**Run 1: PDN straps and rails**

The bar under the picture is 20 um long. Pins as bars on the die edge.
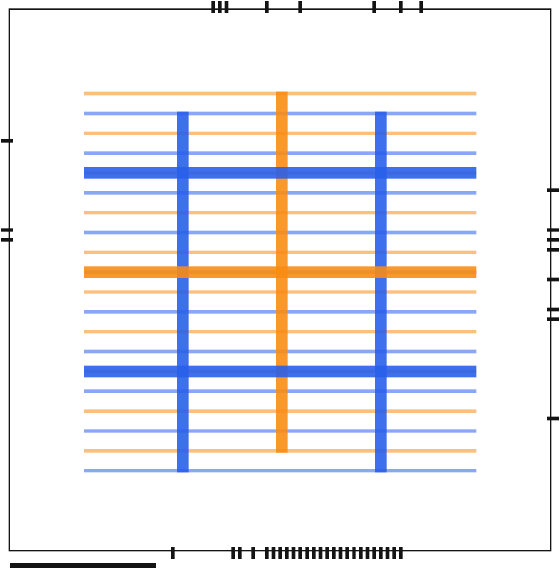
**Run 1: placed cells, one colour a class**

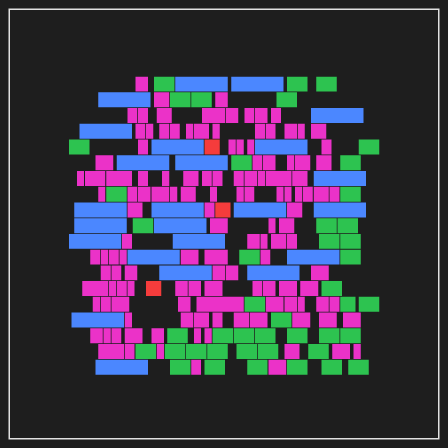
**Run 1: clock wires, drivers and flops**

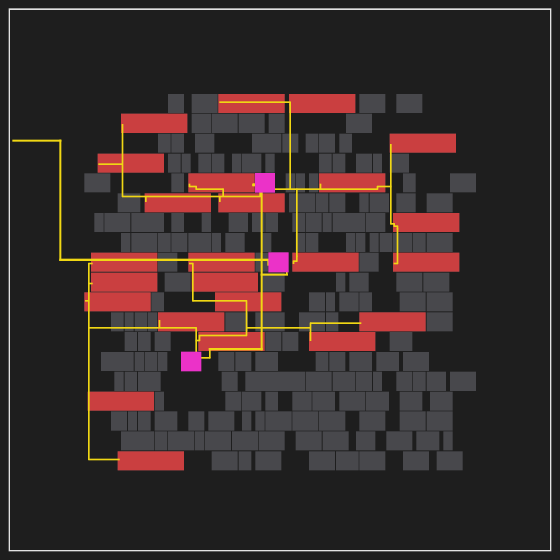
==> src/rtl/hazard_control_unit.sv <==
// Pipeline hazard control: detects load-use hazards and inserts LOAD_LAT
// bubbles, flushes IF/ID and ID/EX on taken branches, and freezes the back
// end of the pipe while data memory is busy. Stall_Count is a saturating
// count of lost cycles (bubbles plus freezes).
module hazard_control_unit #(
  parameter int REG_W     = 5,
  parameter int LOAD_LAT  = 1,
  parameter int CNT_W     = 16,
  parameter int ZERO_SKIP = 1
) (
  input  logic             Clk,
  input  logic             Reset_n,
  input  logic [REG_W-1:0] IF_ID_Rs,
  input  logic [REG_W-1:0] IF_ID_Rt,
  input  logic             IF_ID_UsesRt,
  input  logic             ID_EXE_MemRead,
  input  logic [REG_W-1:0] ID_EXE_RtReg,
  input  logic             Branch_Taken,
  input  logic             Mem_Ready,
  input  logic             Clear_Count,
  output logic             Stall,
  output logic             PC_Write,
  output logic             IF_ID_Write,
  output logic             IF_ID_Flush,
  output logic             ID_EXE_Flush,
  output logic             Pipe_Freeze,
  output logic [CNT_W-1:0] Stall_Count
);

  typedef enum logic [1:0] {
    RUN        = 2'd0,
    LOAD_STALL = 2'd1,
    MEM_WAIT   = 2'd2
  } state_t;

  // Bubble counter holds at most LOAD_LAT-1 = 7.
  localparam int               BUB_W    = 4;
  localparam logic [BUB_W-1:0] BUB_INIT = BUB_W'(LOAD_LAT - 1);
  localparam logic [CNT_W-1:0] CNT_MAX  = '1;

  state_t           state;
  state_t           ret_state;   // state to resume once memory is ready
  state_t           resume_state;
  logic [BUB_W-1:0] bub_cnt;
  logic             rt_match;
  logic             zero_mask;
  logic             hazard;

  // Load-use hazard: the load in ID/EX writes a register the IF/ID
  // instruction reads. Register 0 is hardwired, so it can be masked.
  assign rt_match  = (ID_EXE_RtReg == IF_ID_Rs) ||
                     (IF_ID_UsesRt && (ID_EXE_RtReg == IF_ID_Rt));
  assign zero_mask = (ZERO_SKIP != 0) && (ID_EXE_RtReg == '0);
  assign hazard    = ID_EXE_MemRead && rt_match && !zero_mask;

  // While waiting on memory, behave as the interrupted state the moment
  // Mem_Ready returns, so no cycle is lost on the way out.
  assign resume_state = (state == MEM_WAIT) ? ret_state : state;

  // Output decode in priority order: memory wait, branch, load stall, normal.
  always_comb begin
    // NOTE: every output gets a default first so no path can infer a latch.
    Stall        = 1'b0;
    PC_Write     = 1'b1;
    IF_ID_Write  = 1'b1;
    IF_ID_Flush  = 1'b0;
    ID_EXE_Flush = 1'b0;
    Pipe_Freeze  = 1'b0;
    // Outputs stay at their idle values while reset is held.
    if (Reset_n) begin
      if (!Mem_Ready) begin
        Pipe_Freeze = 1'b1;
        PC_Write    = 1'b0;
        IF_ID_Write = 1'b0;
      end else if (Branch_Taken) begin
        IF_ID_Flush  = 1'b1;
        ID_EXE_Flush = 1'b1;
      end else if ((resume_state == LOAD_STALL) || hazard) begin
        Stall       = 1'b1;
        PC_Write    = 1'b0;
        IF_ID_Write = 1'b0;
      end
    end
  end

  // State and bubble-counter sequencing.
  always_ff @(posedge Clk or negedge Reset_n) begin
    // NOTE: sequential state uses non-blocking assignments so every register
    // samples pre-edge values regardless of statement order.
    if (!Reset_n) begin
      state     <= RUN;
      ret_state <= RUN;
      bub_cnt   <= '0;
    end else if (!Mem_Ready) begin
      // Remember only the first state entered from; the bubble count holds.
      if (state != MEM_WAIT) begin
        ret_state <= state;
      end
      state <= MEM_WAIT;
    end else if (Branch_Taken) begin
      // The stalled instruction is being flushed, so its stall is moot.
      state   <= RUN;
      bub_cnt <= '0;
    end else if (resume_state == LOAD_STALL) begin
      bub_cnt <= bub_cnt - BUB_W'(1);
      state   <= (bub_cnt <= BUB_W'(1)) ? RUN : LOAD_STALL;
    end else if (hazard && (LOAD_LAT > 1)) begin
      // The hazard cycle itself is the first bubble.
      bub_cnt <= BUB_INIT;
      state   <= LOAD_STALL;
    end else begin
      state <= RUN;
    end
  end

  // Saturating lost-cycle counter; a clear request beats the increment.
  always_ff @(posedge Clk or negedge Reset_n) begin
    if (!Reset_n) begin
      Stall_Count <= '0;
    end else if (Clear_Count) begin
      Stall_Count <= '0;
    end else if ((Stall || Pipe_Freeze) && (Stall_Count != CNT_MAX)) begin
      Stall_Count <= Stall_Count + CNT_W'(1);
    end
  end

endmodule

==> config.mk <==
export PLATFORM = sky130hd
export DESIGN_NAME = hazard_control_unit
export DESIGN_NICKNAME = d
export VERILOG_FILES = /design/src/rtl/hazard_control_unit.sv
export SDC_FILE = /design/constraint.sdc
export NUM_CORES = 1
export LEC_CHECK = 0
export CAP_MARGIN = 0
export CORE_MARGIN = 10
export CORE_UTILIZATION = 50
export DETAILED_ROUTE_END_ITERATION = 10
export PLACE_DENSITY = 0.84
export SLEW_MARGIN = 20
export SYNTH_ARGS = -nofsm -noshare
export SYNTH_HDL_FRONTEND = slang
export SYNTH_SLANG_ARGS = --single-unit
==> constraint.sdc <==
create_clock -name Clk -period 4.6 [get_ports Clk]
set_clock_uncertainty 0.05 [all_clocks]
set_input_delay 0.69 -clock Clk [delete_from_list [all_inputs] [get_ports Clk]]
set_output_delay 0.69 -clock Clk [all_outputs]
set_load 0.005 [all_outputs]
==> results_slide.txt, run 1 <==
Run Summary

Status
  – Outcome: complete, no violations

Timing
  – F_max: 0.282 GHz
  – Hold Vio Cnt, Final: 0
  – Slew headroom: 58.4%
  – Slew Viols, Final: 0
  – Setup TNS: 0 ps
  – RSZ-0062 raised after global routing: false
  – Hold slack: 458 ps

Route
  – Met2 wire length: 2000 um
  – Vias: 1349
  – First-pass DRT Iterations: 5
  – Via density: 5.79
  – Final wirelength: 3660 um

Cells and area
  – # fillers: 221
  – Top flop regs: Stall_Count x16, bub_cnt x4
  – Non-Clock Inverter Count: 6
  – Non-filler cells, final: 233
  – Top cell excl fill/tap: clkdlybuf4s50_1
  – Largest cell class: logic gates
  – Non-clock buffer share: 22.9%
  – Seq. cell area: 601 um2

Worst setup path
  – Worst reg-to-reg path cell count: 8
  – R2R Path End: Stall_Count[11]$_DFFE_PN0P_
  – Critical path's largest stage delay: 560 ps
  – Count of buffer and inverter cells on the critical path: 2
  – R2r startpoint: Stall_Count[0]$_DFFE_PN0P_
  – CP required: 3860 ps
  – Worst EP arrival: 2810 ps

Power and ir drop
  – Pwr top: registers

Placement
  – Place WS: 1030 ps
  – Placed insts: 230
  – Number of buffers added on ports: 43
  – RePlAce Congestion: 0.842

GRT
  – Total gr overflow: 0
  – Met3 layer usage reported by global route: 3.86%
  – Number of global-route vias before repair: 1321
  – Most Used Layer, Global Route: met2
  – M2 GR Usage: 25.4%

Clocking
  – Hold buffer count at cts: 0
  – Clock Sinks: 24

Die
  – FP Core Util: 52.5%

Synthesis
  – Yosys stat area: 1460 um2
  – Synth top cell by count: dfrtp_1
  – Multiplexer share: 3.00%
  – Number of enable flip-flop cells: 0
  – Unique cell types: 38

Worst hold path
  – Hold Startpoint: ret_state[1]$_DFFE_PN0P_
-- 'PDN straps and rails' (at the start) --
Key: VSS = blue; VDD = orange
3 straps on met5. 3 straps on met4. The core has 19 rows. 44 signal pins sit on the boundary. 20 met1 rails follow the rows.
die width: 74.0 um
Die Y: 74.0 um
Peak VDD IR: 0.159 mV

-- 'placed cells, one colour a class' (at the start) --
Key: flops = blue [cells 24, share of their area 32%]; other buffers and delay cells = green [cells 44, share of their area 23%]; clock drivers = red [cells 3, share of their area 1.2%]; combinational and other logic = magenta [cells 131, share of their area 43%]
row cnt: 19
core area: 2780 um2
fin area: 1910 um2
Core Util, Final: 68.8%
Seq area share: 31.4%

-- 'clock wires, drivers and flops' (at the start) --
Key: flip-flops = red [count 24]; clock wires = yellow [length 302 um]; clock drivers = magenta [count 3]
There are 4 routed clock nets.
Late-Pin Clk Latency: 320 ps
P_clk: 92.2 uW

==> run 1 -> run 2 <==
--- a/config.mk
+++ b/config.mk
@@ -7,9 +7,9 @@
 export LEC_CHECK = 0
 export CAP_MARGIN = 0
 export CORE_MARGIN = 10
-export CORE_UTILIZATION = 50
+export CORE_UTILIZATION = 42
 export DETAILED_ROUTE_END_ITERATION = 10
-export PLACE_DENSITY = 0.84
+export PLACE_DENSITY = 0.76
 export SLEW_MARGIN = 20
 export SYNTH_ARGS = -nofsm -noshare
 export SYNTH_HDL_FRONTEND = slang
==> constraint.sdc (replaced) <==
create_clock -name Clk -period 2.95 [get_ports Clk]
set_clock_uncertainty 0.05 [all_clocks]
set_input_delay 0.4425 -clock Clk [delete_from_list [all_inputs] [get_ports Clk]]
set_output_delay 0.4425 -clock Clk [all_outputs]
set_load 0.005 [all_outputs]
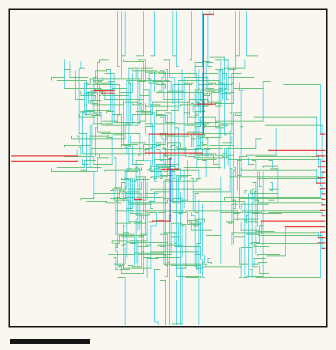
**Above:** run 2 (signal wires by layer).
The bar under the picture is 20 um long.
Key: metal 2 = cyan [wire length 2080 um]; metal 4 = blue [wire length 45.6 um]; metal 1 = green [wire length 1790 um]; metal 3 = red [wire length 146 um]
Wirelength per Cell: 16.0 um
final wirelength: 4050 um
GRT Resource Usage Total: 12.6%
vias: 1386

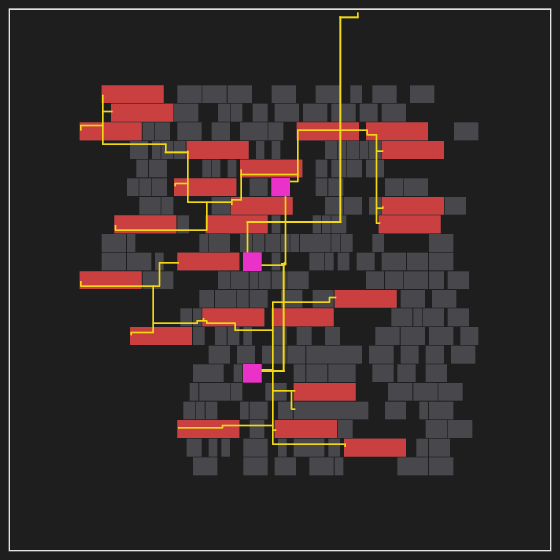
**Above:** run 2 (clock wires, drivers and flops).
Key: clock wires = yellow [length 315 um]; flip-flops = red [count 24]; clock drivers = magenta [count 3]
There are 4 routed clock nets.
Late-Pin Clk Latency: 330 ps
clock power share: 35.2%
P_clk: 247 uW

==> results_slide.txt, run 2 <==
Run Summary

Status
  – Outcome: complete, no violations

Placement
  – RePlAce Congestion: 0.770
  – Number of buffers added on ports: 43

Timing
  – Hold Vio Cnt, Final: 0
  – Slew Viols, Final: 0
  – Slew headroom: 59.0%
  – Setup TNS: 0 ps
  – F_max: 0.366 GHz
  – Hold slack: 286 ps
  – RSZ-0062 raised after global routing: false

Cells and area
  – Largest cell class: logic gates
  – Non-filler cells, final: 253
  – Top flop regs: Stall_Count x16, bub_cnt x4
  – Top cell excl fill/tap: clkdlybuf4s50_1
  – Non-clock buffer share: 23.3%
  – # fillers: 302
  – Seq area share: 30.0%
  – Fin area: 2000 um2
  – Non-Clock Inverter Count: 6
  – Seq. cell area: 601 um2

GRT
  – Total gr overflow: 0
  – Number of global-route vias before repair: 1370

Worst setup path
  – Worst reg-to-reg path cell count: 8
  – Critical path's largest stage delay: 520 ps
  – Count of buffer and inverter cells on the critical path: 2
  – R2r startpoint: Stall_Count[0]$_DFFE_PN0P_
  – Worst EP arrival: 2240 ps

Synthesis
  – Multiplexer share: 3.00%
  – Unique cell types: 38
  – Yosys stat area: 1460 um2
  – Synth top cell by count: dfrtp_1
  – Number of enable flip-flop cells: 0

Route
  – First-pass DRT Iterations: 4
  – Via density: 5.48

Clocking
  – Clock Sinks: 24
  – Hold buffer count at cts: 0
  – Root Driver: clkbuf_4

Die
  – Core area: 3340 um2
  – Row cnt: 21
  – Die width: 78.9 um
  – FP Core Util: 43.7%
  – Die Y: 78.9 um

Power and ir drop
  – Pwr top: registers
  – Sequential power: 339 uW
  – Peak VDD IR: 0.204 mV
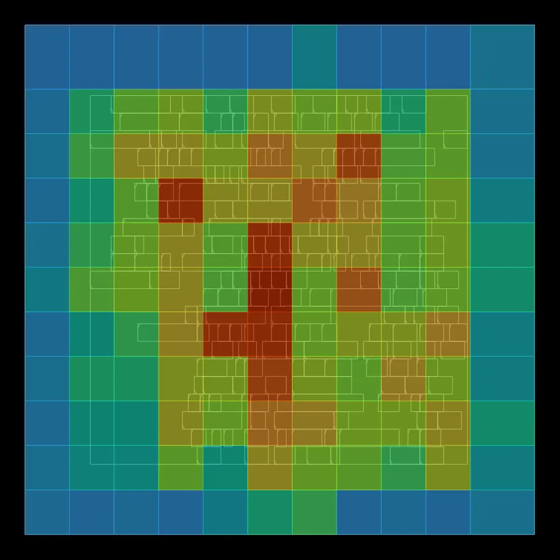
**Above:** run 2 (congestion heat map).
met3 layer usage reported by global route: 1.46%
Most Used Layer, Global Route: met2
GRT met1 Usage: 15.4%
Core Util, Final: 60.0%
M2 GR Usage: 22.1%

Power and IR drop assume default switching activity.
